--- src/rtl/tx_sequencer_1553_pkg.sv ---
`default_nettype none
// +----------------------------------------------------------------------------+
// | tx_seq_pkg : shared types and field layout for the 1553 transmit sequencer |
// | Rev 1.0                                                                    |
// +----------------------------------------------------------------------------+
package tx_seq_pkg;

    localparam int ENTRY_W   = 18;
    localparam int CSW_BIT   = 17;
    localparam int DW_BIT    = 16;
    localparam int DWORD_MSB = 15;
    localparam int WCNT_W    = 6;

    typedef enum logic [2:0] {
        ST_IDLE      = 3'd0,
        ST_READ      = 3'd1,
        ST_CAPTURE   = 3'd2,
        ST_GAP_WAIT  = 3'd3,
        ST_LOAD      = 3'd4,
        ST_WAIT_BUSY = 3'd5,
        ST_WAIT_DONE = 3'd6
    } seq_state_t;

    function automatic logic [15:0] sat_inc16(input logic [15:0] v);
        return (v == 16'hFFFF) ? v : v + 16'd1;
    endfunction

endpackage
`default_nettype wire

--- src/rtl/tx_sequencer_1553_if.sv ---
`default_nettype none
// +----------------------------------------------------------------------------+
// | tx_sequencer_1553_if : FIFO/encoder bundle; stats under TX_SEQ_STATS_EN    |
// | Rev 1.0                                                                    |
// +----------------------------------------------------------------------------+
interface tx_sequencer_1553_if;
    import tx_seq_pkg::*;

    logic                enable;
    logic                fifo_empty;
    logic [ENTRY_W-1:0]  fifo_do;
    logic                fifo_rd_en;
    logic                tx_busy;
    logic [15:0]         tx_dword;
    logic                tx_csw;
    logic                tx_dw;
    logic [WCNT_W-1:0]   word_cnt;
    logic                fmt_err;
    logic                timeout_err;
    logic                seq_active;
`ifdef TX_SEQ_STATS_EN
    logic [15:0]         words_sent;
    logic [15:0]         errs_seen;

    modport master (
        input  enable, fifo_empty, fifo_do, tx_busy,
        output fifo_rd_en, tx_dword, tx_csw, tx_dw, word_cnt,
               fmt_err, timeout_err, seq_active, words_sent, errs_seen
    );
    modport slave (
        output enable, fifo_empty, fifo_do, tx_busy,
        input  fifo_rd_en, tx_dword, tx_csw, tx_dw, word_cnt,
               fmt_err, timeout_err, seq_active, words_sent, errs_seen
    );
`else
    modport master (
        input  enable, fifo_empty, fifo_do, tx_busy,
        output fifo_rd_en, tx_dword, tx_csw, tx_dw, word_cnt,
               fmt_err, timeout_err, seq_active
    );
    modport slave (
        output enable, fifo_empty, fifo_do, tx_busy,
        input  fifo_rd_en, tx_dword, tx_csw, tx_dw, word_cnt,
               fmt_err, timeout_err, seq_active
    );
`endif

endinterface
`default_nettype wire

--- src/rtl/tx_sequencer_1553_timer.sv ---
`default_nettype none
// +----------------------------------------------------------------------------+
// | seq_cycle_timer : saturating up-counter with clear and limit compare       |
// | Rev 1.0                                                                    |
// +----------------------------------------------------------------------------+
module seq_cycle_timer #(
    parameter int LIMIT   = 8,
    parameter int RST_VAL = 0,
    parameter bit EARLY   = 1'b0
) (
    input  wire logic clk,
    input  wire logic rst,
    input  wire logic clr_i,
    input  wire logic inc_i,
    output logic      at_limit_o
);

    localparam int                CNT_W   = $clog2(LIMIT + 1);
    localparam logic [CNT_W-1:0]  LIMIT_C = CNT_W'(LIMIT);
    localparam logic [CNT_W-1:0]  RST_C   = CNT_W'(RST_VAL);

    logic [CNT_W-1:0] cnt_q;
    logic [CNT_W-1:0] cnt_d;

    always_comb begin
        cnt_d = cnt_q;
        if (clr_i) begin
            cnt_d = '0;
        end else if (inc_i && (cnt_q < LIMIT_C)) begin
            cnt_d = cnt_q + 1'b1;
        end
    end

    always_ff @(posedge clk) begin
        if (rst) begin
            cnt_q <= RST_C;
        end else begin
            cnt_q <= cnt_d;
        end
    end

    // EARLY flags the cycle on whose closing edge the limit is reached.
    generate
        if (EARLY) begin : g_early
            assign at_limit_o = (cnt_d >= LIMIT_C);
        end else begin : g_late
            assign at_limit_o = (cnt_q >= LIMIT_C);
        end
    endgenerate

endmodule
`default_nettype wire

--- src/rtl/tx_sequencer_1553.sv ---
`default_nettype none
// +----------------------------------------------------------------------------+
// | tx_sequencer_1553 : pops FIFO entries and strobes them into the 1553       |
// | encoder with gap, word-count and busy-timeout policing.                    |
// | Optional macro TX_SEQ_STATS_EN adds words_sent / errs_seen counters.       |
// | Rev 1.0                                                                    |
// +----------------------------------------------------------------------------+
module tx_sequencer_1553
    import tx_seq_pkg::*;
#(
    parameter int GAP_CYCLES   = 8,
    parameter int BUSY_TIMEOUT = 16,
    parameter int MAX_DW       = 32
) (
    input  wire logic           enc_clk,
    input  wire logic           reset,
    tx_sequencer_1553_if.master bus
);

    localparam logic [WCNT_W-1:0] MAX_DW_C = WCNT_W'(MAX_DW);

    seq_state_t          state_q;
    seq_state_t          state_d;
    logic                is_csw_q;
    logic [15:0]         dword_q;
    logic [15:0]         tx_dword_q;
    logic [WCNT_W-1:0]   word_cnt_q;

    logic w_gap_done;
    logic w_tmo_done;
    logic w_gap_clr;
    logic w_tmo_clr;
    logic w_tmo_inc;
    logic w_csw_in;
    logic w_dw_in;
    logic w_dw_room;
    logic w_load_csw;
    logic w_load_enter;
    logic w_rd_en;
    logic w_csw_stb;
    logic w_dw_stb;
    logic w_fmt_err;
    logic w_tmo_err;
    logic w_active;

    assign w_csw_in   = bus.fifo_do[CSW_BIT];
    assign w_dw_in    = bus.fifo_do[DW_BIT];
    assign w_dw_room  = (word_cnt_q < MAX_DW_C);
    assign w_load_csw = (state_q == ST_CAPTURE) ? w_csw_in : is_csw_q;

    assign w_tmo_clr = (state_q == ST_LOAD);
    assign w_tmo_inc = (state_q == ST_WAIT_BUSY);
    // The gap is measured from the end of the previous word, or from a timeout.
    assign w_gap_clr = ((state_q == ST_WAIT_BUSY) && !bus.tx_busy && w_tmo_done) ||
                       ((state_q == ST_WAIT_DONE) && !bus.tx_busy);

    seq_cycle_timer #(
        .LIMIT   (GAP_CYCLES),
        .RST_VAL (GAP_CYCLES),
        .EARLY   (1'b0)
    ) u_gap_timer (
        .clk        (enc_clk),
        .rst        (reset),
        .clr_i      (w_gap_clr),
        .inc_i      (1'b1),
        .at_limit_o (w_gap_done)
    );

    seq_cycle_timer #(
        .LIMIT   (BUSY_TIMEOUT),
        .RST_VAL (0),
        .EARLY   (1'b1)
    ) u_busy_timer (
        .clk        (enc_clk),
        .rst        (reset),
        .clr_i      (w_tmo_clr),
        .inc_i      (w_tmo_inc),
        .at_limit_o (w_tmo_done)
    );

    always_ff @(posedge enc_clk) begin
        if (reset) begin
            state_q <= ST_IDLE;
        end else begin
            state_q <= state_d;
        end
    end

    always_comb begin
        state_d = state_q;
        case (state_q)
            ST_IDLE: begin
                if (bus.enable && !bus.fifo_empty && !bus.tx_busy) begin
                    state_d = ST_READ;
                end
            end
            ST_READ: begin
                state_d = ST_CAPTURE;
            end
            ST_CAPTURE: begin
                if (w_csw_in) begin
                    state_d = w_gap_done ? ST_LOAD : ST_GAP_WAIT;
                end else if (w_dw_in && w_dw_room) begin
                    state_d = ST_LOAD;
                end else begin
                    state_d = ST_IDLE;
                end
            end
            ST_GAP_WAIT: begin
                if (w_gap_done) begin
                    state_d = ST_LOAD;
                end
            end
            ST_LOAD: begin
                state_d = ST_WAIT_BUSY;
            end
            ST_WAIT_BUSY: begin
                if (bus.tx_busy) begin
                    state_d = ST_WAIT_DONE;
                end else if (w_tmo_done) begin
                    state_d = ST_IDLE;
                end
            end
            ST_WAIT_DONE: begin
                if (!bus.tx_busy) begin
                    state_d = ST_IDLE;
                end
            end
            default: begin
                state_d = ST_IDLE;
            end
        endcase
    end

    always_comb begin
        w_rd_en      = 1'b0;
        w_csw_stb    = 1'b0;
        w_dw_stb     = 1'b0;
        w_fmt_err    = 1'b0;
        w_tmo_err    = 1'b0;
        w_load_enter = 1'b0;
        w_active     = (state_q != ST_IDLE);
        case (state_q)
            ST_READ: begin
                w_rd_en = 1'b1;
            end
            ST_CAPTURE: begin
                if (w_csw_in) begin
                    w_load_enter = w_gap_done;
                end else if (w_dw_in && w_dw_room) begin
                    w_load_enter = 1'b1;
                end else begin
                    w_fmt_err = 1'b1;
                end
            end
            ST_GAP_WAIT: begin
                w_load_enter = w_gap_done;
            end
            ST_LOAD: begin
                w_csw_stb = is_csw_q;
                w_dw_stb  = !is_csw_q;
            end
            ST_WAIT_BUSY: begin
                w_tmo_err = !bus.tx_busy && w_tmo_done;
            end
            default: begin
            end
        endcase
    end

    // tx_dword and word_cnt move on the edge into LOAD so they are valid with the strobe.
    always_ff @(posedge enc_clk) begin
        if (reset) begin
            is_csw_q   <= 1'b0;
            dword_q    <= '0;
            tx_dword_q <= '0;
            word_cnt_q <= '0;
        end else begin
            if (state_q == ST_CAPTURE) begin
                is_csw_q <= w_csw_in;
                dword_q  <= bus.fifo_do[DWORD_MSB:0];
            end
            if (w_load_enter) begin
                tx_dword_q <= (state_q == ST_CAPTURE) ? bus.fifo_do[DWORD_MSB:0] : dword_q;
                word_cnt_q <= w_load_csw ? '0 : word_cnt_q + 1'b1;
            end
        end
    end

    assign bus.fifo_rd_en  = w_rd_en;
    assign bus.tx_dword    = tx_dword_q;
    assign bus.tx_csw      = w_csw_stb;
    assign bus.tx_dw       = w_dw_stb;
    assign bus.word_cnt    = word_cnt_q;
    assign bus.fmt_err     = w_fmt_err;
    assign bus.timeout_err = w_tmo_err;
    assign bus.seq_active  = w_active;

`ifdef TX_SEQ_STATS_EN
    logic [15:0] words_sent_q;
    logic [15:0] errs_seen_q;

    always_ff @(posedge enc_clk) begin
        if (reset) begin
            words_sent_q <= '0;
            errs_seen_q  <= '0;
        end else begin
            if (w_csw_stb || w_dw_stb) begin
                words_sent_q <= sat_inc16(words_sent_q);
            end
            if (w_fmt_err || w_tmo_err) begin
                errs_seen_q <= sat_inc16(errs_seen_q);
            end
        end
    end

    assign bus.words_sent = words_sent_q;
    assign bus.errs_seen  = errs_seen_q;
`endif

endmodule
`default_nettype wire

--- src/flat_wrapper.sv ---
// flat-port wrapper written by rule: the top's interface ports become plain ports
module tx_sequencer_1553_flat import tx_seq_pkg::*;
#(
    parameter int GAP_CYCLES   = 8,
    parameter int BUSY_TIMEOUT = 16,
    parameter int MAX_DW       = 32
)
  (enc_clk, reset, bus_enable, bus_fifo_empty, bus_fifo_do, bus_tx_busy, bus_fifo_rd_en, bus_tx_dword, bus_tx_csw, bus_tx_dw, bus_word_cnt, bus_fmt_err, bus_timeout_err, bus_seq_active);
  tx_sequencer_1553_if bus_i ();
  input  wire logic enc_clk;
  input  wire logic reset;
  input wire logic [$bits(bus_i.enable)-1:0] bus_enable;
  input wire logic [$bits(bus_i.fifo_empty)-1:0] bus_fifo_empty;
  input wire logic [$bits(bus_i.fifo_do)-1:0] bus_fifo_do;
  input wire logic [$bits(bus_i.tx_busy)-1:0] bus_tx_busy;
  output wire logic [$bits(bus_i.fifo_rd_en)-1:0] bus_fifo_rd_en;
  output wire logic [$bits(bus_i.tx_dword)-1:0] bus_tx_dword;
  output wire logic [$bits(bus_i.tx_csw)-1:0] bus_tx_csw;
  output wire logic [$bits(bus_i.tx_dw)-1:0] bus_tx_dw;
  output wire logic [$bits(bus_i.word_cnt)-1:0] bus_word_cnt;
  output wire logic [$bits(bus_i.fmt_err)-1:0] bus_fmt_err;
  output wire logic [$bits(bus_i.timeout_err)-1:0] bus_timeout_err;
  output wire logic [$bits(bus_i.seq_active)-1:0] bus_seq_active;
  assign bus_i.enable = bus_enable;
  assign bus_i.fifo_empty = bus_fifo_empty;
  assign bus_i.fifo_do = bus_fifo_do;
  assign bus_i.tx_busy = bus_tx_busy;
  assign bus_fifo_rd_en = bus_i.fifo_rd_en;
  assign bus_tx_dword = bus_i.tx_dword;
  assign bus_tx_csw = bus_i.tx_csw;
  assign bus_tx_dw = bus_i.tx_dw;
  assign bus_word_cnt = bus_i.word_cnt;
  assign bus_fmt_err = bus_i.fmt_err;
  assign bus_timeout_err = bus_i.timeout_err;
  assign bus_seq_active = bus_i.seq_active;
  tx_sequencer_1553 #(.GAP_CYCLES(GAP_CYCLES), .BUSY_TIMEOUT(BUSY_TIMEOUT), .MAX_DW(MAX_DW)) u_core (.enc_clk(enc_clk), .reset(reset), .bus(bus_i));
endmodule
--- config.mk ---
export PLATFORM = sky130hd
export DESIGN_NAME = tx_sequencer_1553_flat
export DESIGN_NICKNAME = d
export VERILOG_FILES = /design/src/rtl/tx_sequencer_1553_pkg.sv /design/src/rtl/tx_sequencer_1553_if.sv /design/src/rtl/tx_sequencer_1553_timer.sv /design/src/rtl/tx_sequencer_1553.sv /design/src/flat_wrapper.sv
export SDC_FILE = /design/constraint.sdc
export NUM_CORES = 1
export LEC_CHECK = 0
export CAP_MARGIN = 40
export CELL_PAD_IN_SITES_DETAIL_PLACEMENT = 1
export CELL_PAD_IN_SITES_GLOBAL_PLACEMENT = 2
export CORE_ASPECT_RATIO = 0.8
export CORE_MARGIN = 2
export CORE_UTILIZATION = 30
export DETAILED_ROUTE_END_ITERATION = 12
export MAX_ROUTING_LAYER = met4
export PLACE_DENSITY_LB_ADDON = 0.1
export SYNTH_ARGS = -nofsm -noshare
export SYNTH_HDL_FRONTEND = slang
export SYNTH_SLANG_ARGS = --single-unit
--- constraint.sdc ---
create_clock -name enc_clk -period 2.2 [get_ports enc_clk]
set_input_delay 0.22 -clock enc_clk [delete_from_list [all_inputs] [get_ports enc_clk]]
set_output_delay 0.22 -clock enc_clk [all_outputs]
set_load 0.05 [all_outputs]
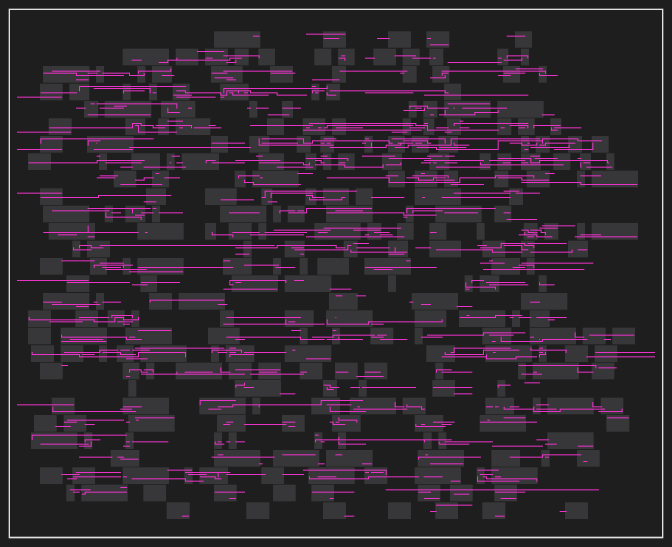
m1.png
longest straight run: 33.1 µm
main direction: horizontal
wire length on this layer: 2770 µm

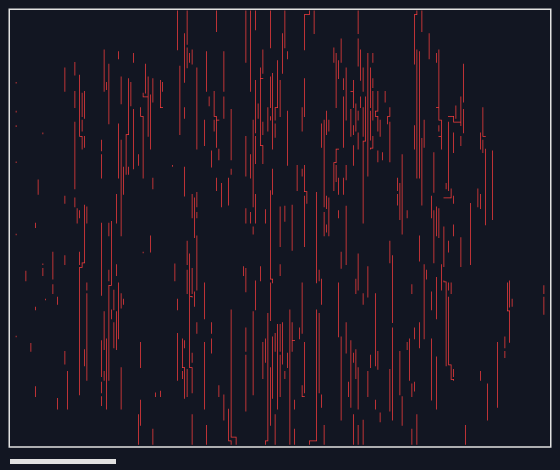
m2.png
Bar = 20 µm.
wire length on this layer: 2280 µm
nets with wire on the layer: 271
longest straight run: 25.3 µm
main direction: vertical

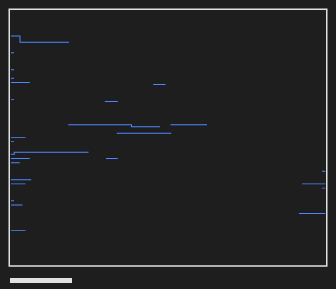
m3.png
Bar = 20 µm.
nets with wire on the layer: 22
wire length on this layer: 173 µm
share of all routed wire: 3.3%
longest straight run: 23.7 µm
wirelength, routed: 5.27 mm
global routing usage on met3: 0.0303

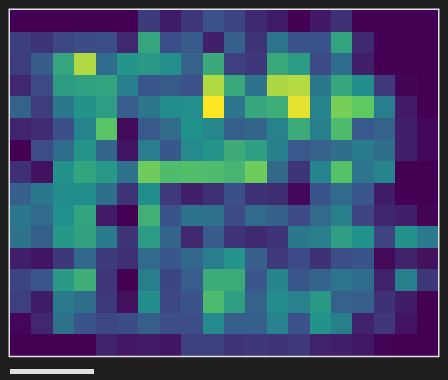
route_heat.png
Bar = 20 µm. 20 x 16 tiles, from dark purple (low) to yellow (high), scaled to the fullest tile. Values are wire area over tile area, all layers added.
tiles over half the peak: 19%
nearly empty tiles: 12%
mean over tiles: 0.097
fullest tile: 0.33

==> flow_metrics.tcl <==
# place-and-route summary
set metrics [dict create \
    outcome "completed" \
    yosys.area.top_type "dfxtp_1" \
    postLayoutCellArea_mm2 0.00304 \
    cts_resized 0 \
    p_clk_frac 0.149 \
    grt_max_degree 40 \
    end_kind "output pin" \
    ys_warn_count 0 \
    gp_congestion 0.743 \
    r2r_slack_ns 0.32 \
    finalClockSkew_ns 0.00488 \
    final_nets 317 \
    cts_buffers 5 \
    yosys.area_share.adder 0.0219 \
    num_vias 1831 \
    rows 28 \
    grt_use_met2 0.200 \
    tightest_slew_ns 0.521 \
    area_growth_pct 32.6 \
    synth.avg_cell_area_um2 9.74 \
    fin_tns_setup_ns 0 \
    vdd_drop_max_mv 0.459 \
    slew_violations 0 \
    ff2ff_path_depth 5 \
    fp.coreArea_mm2 0.00739 \
    cts_setup_buffers 0 \
    cts_hold_buf 0 \
    power_per_cell_area_mw_per_mm2 1170 \
    antenna_left 0 \
    ys_seq_share 0.446 \
    stdcell_count 396 \
    port_buffers 50 \
    busiest_layer "met2" \
    switching_share 0.431 \
    top_power_group "combinational logic" \
    r2r_start "u_core.state_q[0]" \
    clk-power_w 0.000529 \
    pwr-share-comb 0.500 \
    required_ns 1.98 \
    cts_tree "built" \
    dpl_cell_area_mm2 0.00295 \
    async_reset_ff_frac 0 \
    power.internal_w 0.00203 \
    yosys-top-cells-count "51 x dfxtp_1, 51 x nor2_1, 19 x mux2i_1" \
    grt_pass1_wl_mm 8.69 \
    overflow 0 \
    crit_path_max_fanout 11 \
    fin_util 0.411 \
    yosysCellCount 235 \
    muxShareOfSynthArea 0.0880 \
    yosys-stat-area_mm2 0.00229 \
    rr_endpoint "u_core.bus.tx_dword[15]" \
    topCellsByArea "dfxtp_1 45%, nor2_1 8.4%, mux2i_1 8.3%, a211oi_2 6.6%, xnor2_1 2.3%" \
    drive_gt1_frac 0.168 \
    max_freq_mhz 488 \
    maxCapViolCount 0 \
    antenna_found_initial 0 \
    crit_start "u_core.state_q[0]" \
    top_layer "met4" \
    synth.top_cell.area_share 0.446 \
    postSynthCellCount 235 \
    cts.clk_slew.worst_paths_ns 0.09 \
    hold_path_class "primary input to flip-flop" \
    fp_util 0.310 \
    cp.arrival_ns 1.83 \
    hold_path_depth 3 \
    xor_area_frac 0.0344 \
    grt_usage 0.137 \
    dp_hpwl_mm 3.75 \
    ys_sh_aoi 0.183 \
    criticalPathCategory "flip-flop to output pin" \
    sequentialPowerShare 0.351 \
    ys_top_logic_family "AND-OR/OR-AND gates" \
    ys_ff 51 \
    crit_path_start_kind "flip-flop" \
    endpoint "bus_seq_active" \
    layout_top_cells "51 x nor2_1, 51 x dfxtp_1, 44 x clkdlybuf4s50_1" \
    met3_length_um 173 \
    cts_buffer_depth 2 \
    die_area_mm2 0.00835 \
    p_leak_nw 1.04 \
    post-place-ws_ns 0.133 \
    cts.sinks 51 \
    drt_pass1_iterations 4 \
    drcViolationCount 0 \
    met2_length_mm 2.28 \
    edf_count 0 \
    relSlewSlack 0.651 \
    post-route-min-period_ns 2.05 \
    switching_power_w 0.00153 \
    cts-htree-levels 2 \
    synth_top_flop_cell "dfxtp_1" \
    finalSetupViolations 0 \
    fin_hold_ws_ns 0.290 \
    rsz0062_at_grt "no" \
    grt_pass1_vias 1819 \
    synth.cellmix.simpleShare 0.183 \
    min_from "reset" \
    warnings 28 \
    clock_latency_ns 0.30 \
    ios 51 \
    final_hold_viol_count 0 \
    cts_root_buf "clkbuf_8" \
    wl_per_cell_um 13.3 \
    use_met1 0.190 \
    die_h_um 82.1 \
    syn_area_mm2 0.00229 \
    fp_nets 262 \
    wl_met1_mm 2.77 \
    drt_iter0_drc 52 \
    pg_seq_w 0.00125 \
    fin_crit_sh 0.931 \
    die_w_um 102 \
    viasPerCell 4.62 \
    antenna_cells 0 \
    power_w 0.00356 \
    layout_setup_ws_ns 0.152 \
    synth_cell_types 46 \
    dp_cells 388 \
    p_comb_w 0.00178 \
    holdPathEnd "u_core.bus.word_cnt[5]" \
]
final cells by class:
type	count	area, µm²
clock buffers	6	72.6
clock inverters	2	12.5
fillers	874	4360
inverters	4	15.0
multi-input cells	166	1170
flip-flops and latches	51	1020
well taps	105	131
repair buffers	62	611
critical path, stage by stage, from the launching register on:
cell and delay [ns]:
dfxtp_1 0.43, or3_1 0.39, clkdlybuf4s50_1 0.71
state kept, by name, indices dropped and copies added, names as in the netlist:
register	cells
u_core.bus.tx_dword	16
u_core.dword_q	16
u_core.bus.word_cnt	6
u_core.u_busy_timer.cnt_q	5
u_core.u_gap_timer.cnt_q	4
u_core.state_q	3
u_core.is_csw_q	1
Power figures rest on the tool's default switching activity, not on a simulated workload.
